<file path="src/rtl/decode_issue_buffer.sv">
// Two-entry skid buffer between decode and the ALU stage with a load-use interlock.
// Optional performance counters are enabled by defining DECODE_ISSUE_PERF_EN.
module decode_issue_buffer #(
  parameter int unsigned XLEN      = 32,
  parameter int unsigned RA_W      = 5,
  parameter int unsigned CTRL_W    = 16,
  parameter int unsigned HAZ_STALL = 1
) (
  input  logic              clk,
  input  logic              reset,
  input  logic              flush,
  input  logic              in_valid,
  output logic              in_ready,
  input  logic [XLEN-1:0]   in_pc,
  input  logic [XLEN-1:0]   in_rega_data,
  input  logic [XLEN-1:0]   in_regb_data,
  input  logic [XLEN-1:0]   in_imm,
  input  logic [RA_W-1:0]   in_rega,
  input  logic [RA_W-1:0]   in_regb,
  input  logic [RA_W-1:0]   in_regd,
  input  logic              in_uses_b,
  input  logic [CTRL_W-1:0] in_ctrl,
  input  logic              ex_valid,
  input  logic              ex_mem_r,
  input  logic [RA_W-1:0]   ex_regd,
  output logic              out_valid,
  input  logic              out_ready,
  output logic [XLEN-1:0]   out_pc,
  output logic [XLEN-1:0]   out_rega_data,
  output logic [XLEN-1:0]   out_regb_data,
  output logic [XLEN-1:0]   out_imm,
  output logic [RA_W-1:0]   out_rega,
  output logic [RA_W-1:0]   out_regb,
  output logic [RA_W-1:0]   out_regd,
  output logic [CTRL_W-1:0] out_ctrl,
  output logic [1:0]        occupancy
`ifdef DECODE_ISSUE_PERF_EN
  ,
  output logic [31:0]       perf_haz_cycles,
  output logic [31:0]       perf_full_cycles
`endif
);

  localparam int unsigned DEPTH = 2;
  localparam int unsigned SC_W  = 3;

  typedef struct packed {
    logic [XLEN-1:0]   pc;
    logic [XLEN-1:0]   rega_data;
    logic [XLEN-1:0]   regb_data;
    logic [XLEN-1:0]   imm;
    logic [RA_W-1:0]   rega;
    logic [RA_W-1:0]   regb;
    logic [RA_W-1:0]   regd;
    logic [CTRL_W-1:0] ctrl;
  } entry_t;

  entry_t          mem [DEPTH];
  entry_t          in_entry;
  entry_t          head_entry;
  logic            head;
  logic            tail;
  logic [1:0]      count;
  logic [SC_W-1:0] stall_cnt;
  logic            haz_now;
  logic            push;
  logic            pop;

  // Handshake and hazard decode; in_ready never looks at out_ready.
  always_comb begin
    haz_now   = in_valid & ex_valid & ex_mem_r & (ex_regd != '0) &
                ((ex_regd == in_rega) | (in_uses_b & (ex_regd == in_regb)));
    in_ready  = reset & (count != 2'd2) & ~haz_now & (stall_cnt == '0);
    out_valid = (count != 2'd0);
    push      = in_valid & in_ready;
    pop       = out_valid & out_ready;
  end

  always_comb begin
    in_entry.pc        = in_pc;
    in_entry.rega_data = in_rega_data;
    in_entry.regb_data = in_regb_data;
    in_entry.imm       = in_imm;
    in_entry.rega      = in_rega;
    in_entry.regb      = in_regb;
    in_entry.regd      = in_regd;
    in_entry.ctrl      = in_ctrl;
    head_entry         = mem[head];
  end

  assign out_pc        = head_entry.pc;
  assign out_rega_data = head_entry.rega_data;
  assign out_regb_data = head_entry.regb_data;
  assign out_imm       = head_entry.imm;
  assign out_rega      = head_entry.rega;
  assign out_regb      = head_entry.regb;
  assign out_regd      = head_entry.regd;
  assign out_ctrl      = head_entry.ctrl;
  assign occupancy     = count;

  // Storage and pointers; flush zeroes entries so a dropped slot reads as a NOP.
  always_ff @(posedge clk or negedge reset) begin
    if (!reset) begin
      head  <= 1'b0;
      tail  <= 1'b0;
      count <= 2'd0;
      for (int unsigned i = 0; i < DEPTH; i++) mem[i] <= '0;
    end else if (flush) begin
      head  <= 1'b0;
      tail  <= 1'b0;
      count <= 2'd0;
      for (int unsigned i = 0; i < DEPTH; i++) mem[i] <= '0;
    end else begin
      if (push) begin
        mem[tail] <= in_entry;
        tail      <= ~tail;
      end
      if (pop) head <= ~head;
      case ({push, pop})
        2'b10:   count <= 2'(count + 2'd1);
        2'b01:   count <= 2'(count - 2'd1);
        default: count <= count;
      endcase
    end
  end

  // Interlock: a fresh hazard blocks this cycle plus HAZ_STALL-1 more.
  always_ff @(posedge clk or negedge reset) begin
    if (!reset) begin
      stall_cnt <= '0;
    end else if (flush) begin
      stall_cnt <= '0;
    end else if (stall_cnt != '0) begin
      stall_cnt <= SC_W'(stall_cnt - SC_W'(1));
    end else if (haz_now) begin
      stall_cnt <= SC_W'(HAZ_STALL - 1);
    end
  end

`ifdef DECODE_ISSUE_PERF_EN
  logic haz_blocked;
  logic full_seen;

  always_comb begin
    haz_blocked = in_valid & ~in_ready & (haz_now | (stall_cnt != '0));
    full_seen   = in_valid & (count == 2'd2);
  end

  // Saturating counters survive flush and clear only on reset.
  always_ff @(posedge clk or negedge reset) begin
    if (!reset) begin
      perf_haz_cycles  <= '0;
      perf_full_cycles <= '0;
    end else begin
      if (haz_blocked && (perf_haz_cycles != '1))
        perf_haz_cycles <= perf_haz_cycles + 32'd1;
      if (full_seen && (perf_full_cycles != '1))
        perf_full_cycles <= perf_full_cycles + 32'd1;
    end
  end
`endif

endmodule

</file>
<file path="config.mk">
export PLATFORM = sky130hd
export DESIGN_NAME = decode_issue_buffer
export DESIGN_NICKNAME = d
export VERILOG_FILES = /design/src/rtl/decode_issue_buffer.sv
export SDC_FILE = /design/constraint.sdc
export NUM_CORES = 1
export LEC_CHECK = 0
export CAP_MARGIN = 30
export CORE_MARGIN = 4
export CORE_UTILIZATION = 30
export CTS_BUF_LIST = sky130_fd_sc_hd__clkbuf_2 sky130_fd_sc_hd__clkbuf_4 sky130_fd_sc_hd__clkbuf_8
export DETAILED_ROUTE_END_ITERATION = 6
export GPL_TIMING_DRIVEN = 0
export MAX_ROUTING_LAYER = met4
export PLACE_DENSITY_LB_ADDON = 0.1
export SLEW_MARGIN = 20
export SYNTH_ARGS = -nofsm -noshare
export SYNTH_HDL_FRONTEND = slang
export SYNTH_SLANG_ARGS = --single-unit
</file>
<file path="constraint.sdc">
create_clock -name clk -period 3.4 [get_ports clk]
set_input_delay 0.68 -clock clk [delete_from_list [all_inputs] [get_ports clk]]
set_output_delay 0.68 -clock clk [all_outputs]
set_load 0.05 [all_outputs]
</file>
### Wiring heat map

The die is cut into 23 by 23 equal tiles; black is low, pale yellow is high, scaled to the fullest tile. Values are wire area over tile area, all layers added.
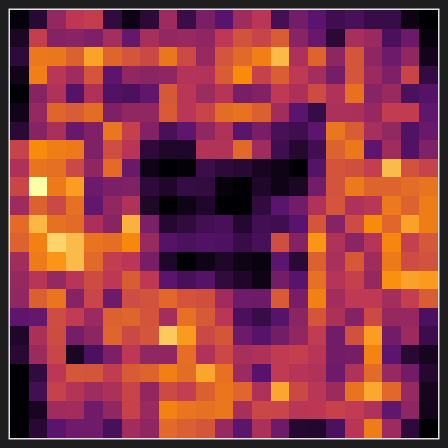
fullest tile: 0.33
nearly empty tiles: 3.0%
emptiest ninth of the die: centre

### Routed metal, one colour a layer

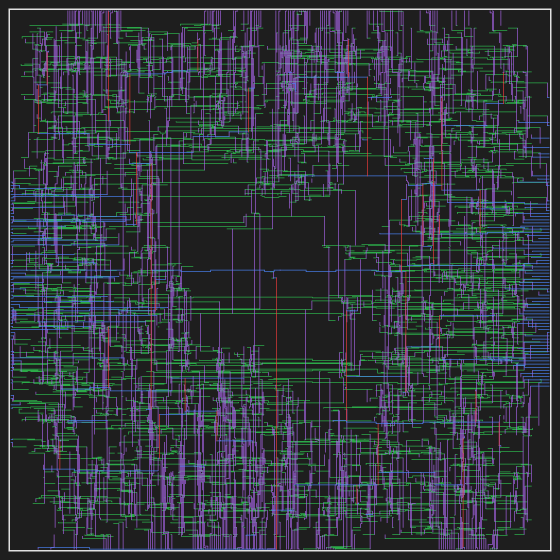
legend:
  green:
    layer: met1
    wire_length: 20.9 mm
  blue:
    layer: met3
    wire_length: 2970 um
  red:
    layer: met4
    wire_length: 964 um
  purple:
    layer: met2
    wire_length: 22.4 mm

==> out/metrics.cfg <==
[final_timing]
min_period_ns = 3.27
skew_ns = 0.00964

[global_routing]
grt_start_max_net_pins = 93
antenna_found_initial = 4
grt_pass1_wl_mm = 71.9
grtUsageTotal_pct = 17.6

[placement]
hpwl_mm = 32.7
gp_congestion = 0.779

[setup_path]
crit_required_ns = 2.72
worstPathMaxFanout = 10
critPathKind = reg2out
critPathSlowestCell = clkdlybuf4s50_1
end_kind = output port

[synth]
ys_top_cells_by_count = nor2_1, dfrtp_1, mux2i_1, mux2_2, clkbuf_1
async_reset_ff_share_pct = 100
avgSynthCellArea_um2 = 12.1
top_cell = nor2_1
syn-cell-area_um2 = 15300
fp_nets = 1442
synth_cell_types = 29
topCellsByArea = dfrtp_1, mux2i_1, mux2_2

[hold_path]
holdCritPathClass = in2async

[floorplan]
coreArea_um2 = 50400
die_h_um = 234
chip_area_um2 = 54800

[flow_run]
maxCapViolCount = 0
warnings = 28

[detailed_routing]
drt_iter0_drc = 377
final_antenna_net_count = 0

[clocking]
cts_tree = built
ctsHtreeMaxLevel = 2
path_clk_slew_ns = 0.06
clkSinkCount = 325

[power_and_ir_drop]
pwr-share-seq_pct = 40.5
finalPower_uw = 10100
swShare_pct = 28.6
p_clk_share_pct = 41.3
cellPowerDensity_nw_per_um2 = 483

[run_status]
status = complete, no violations

[layout]
syn_to_final_growth_pct = 36.9
post-route-util_pct = 41.7

### Signal wires on met1

Supply wires on this layer in grey.
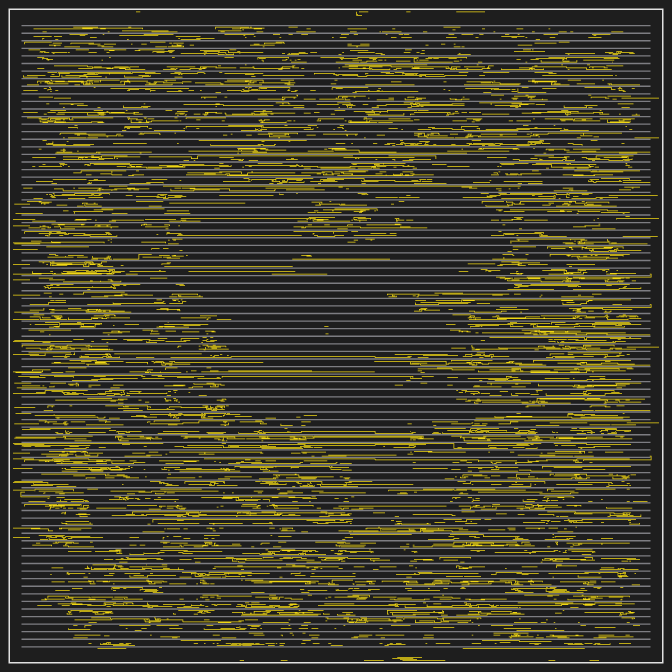
main direction: horizontal
longest straight run: 128 um
nets with wire on the layer: 1718
share of all routed wire: 44%
global routing met1 resource utilization: 23.0%
total routed wirelength: 47.2 mm
via count: 10800

-- final timing paths --
path / startpoint / to / slack, ns / depth (start not counted)
worst max-delay path: head / out_regb[4] / 0.13 / 3
worst min register to register: mem[130] / mem[130] / 0.51 / 2
worst max register to register: stall_cnt[1] / mem[187] / 1.11 / 10
max in group asynchronous: reset / mem[259] / 2.52 / 3
min in group clk: mem[130] / mem[130] / 0.51 / 2
worst min-delay path: reset / mem[14] / 0.05 / 2
-- cell families (layout without fill, tap and decap cells) --
group / count (synthesis) / after routing / share of synthesized area, %
buf+inv: 92 / 542 / 4.35
compound gates: 10 / 10 / 0.441
flops: 325 / 325 / 53.0
xor+xnor: 13 / 13 / 0.742
mux: 478 / 478 / 32.5
other cells: 0 / 4 / 0
fa+ha+maj: 2 / 2 / 0.163
simple gates: 348 / 348 / 8.78
-- flip-flops by register name (all words and copies together) (netlist names) --
| signal | cells |
|---|---|
| tail | 1 |
| mem | 318 |
| occupancy | 2 |
| head | 1 |
| stall_cnt | 3 |
-- layout by cell type, fill, tap and decap left out, types with 4 or more instances in the layout --
| master | instances |
|---|---|
| a21oi_1 | 5 |
| buf_16 | 4 |
| buf_4 | 12 |
| buf_6 | 5 |
| buf_8 | 23 |
| clkbuf_1 | 35 |
| clkbuf_2 | 10 |
| clkbuf_4 | 25 |
| clkbuf_8 | 87 |
| clkdlybuf4s15_2 | 11 |
| clkdlybuf4s50_1 | 229 |
| clkinv_2 | 4 |
| dfrtp_1 | 324 |
| diode_2 | 4 |
| dlygate4sd2_1 | 89 |
| mux2_2 | 159 |
| mux2i_1 | 319 |
| nand2_1 | 4 |
| nor2_1 | 327 |
| xnor2_1 | 11 |
-- cell type report --
type	instances	area [um2]	share of cell area (%)
clock buffers	107	1350	6.42
clock inverters	5	27.5	0.131
multi-input cells	851	6550	31.2
diodes	4	10.0	0.0477
flip-flops and latches	325	8130	38.7
repair buffers	339	3380	16.1
well taps	672	841	4.01
plain buffers	89	689	3.28
inverters	2	7.51	0.0358
-- timing repair --
item | CTS | global route
hold buffers | 1 | 0
gates resized | 145 | 6
pin swaps | 0 | 0
setup endpoints to repair | 160 | 11
endpoints found under the hold margin | 74 | 0
setup buffers | 0 | 0
-- worst max-delay path, delay by kind of cell (launching register included) --
family                 cells  cell delay (ns)
multiplexers               1             0.38
flip-flops                 1             0.44
buffers and inverters      2             1.11
-- metrics by stage --
step,cells,instance area (um2)
5_1_grt,2394,21000
4_1_cts,2390,21000
2_1_floorplan,1268,15300
3_3_place_gp,2273,19500
6_report,2394,21000
3_5_place_dp,2278,19600
-- per-layer routing --
metal  GRT usage, %  up-vias  routed length, um
met3           4.36       74               2970
li1               -     5120                  -
met1           23.0     5352              20900
met2           27.3      252              22400
met5              -        -                  0
met4           4.81        0                963
-- power by group through the flow --
stage / registers (uW) / logic (uW) / clock network, uW
finish: 4100 / 1850 / 4180
CTS: 4100 / 1890 / 4360
floorplan: 4150 / 1140 / 0
detailed placement: 4160 / 1920 / 0
global placement: 4170 / 1900 / 0
global route: 4120 / 1990 / 4530
Power and IR drop assume default switching activity.
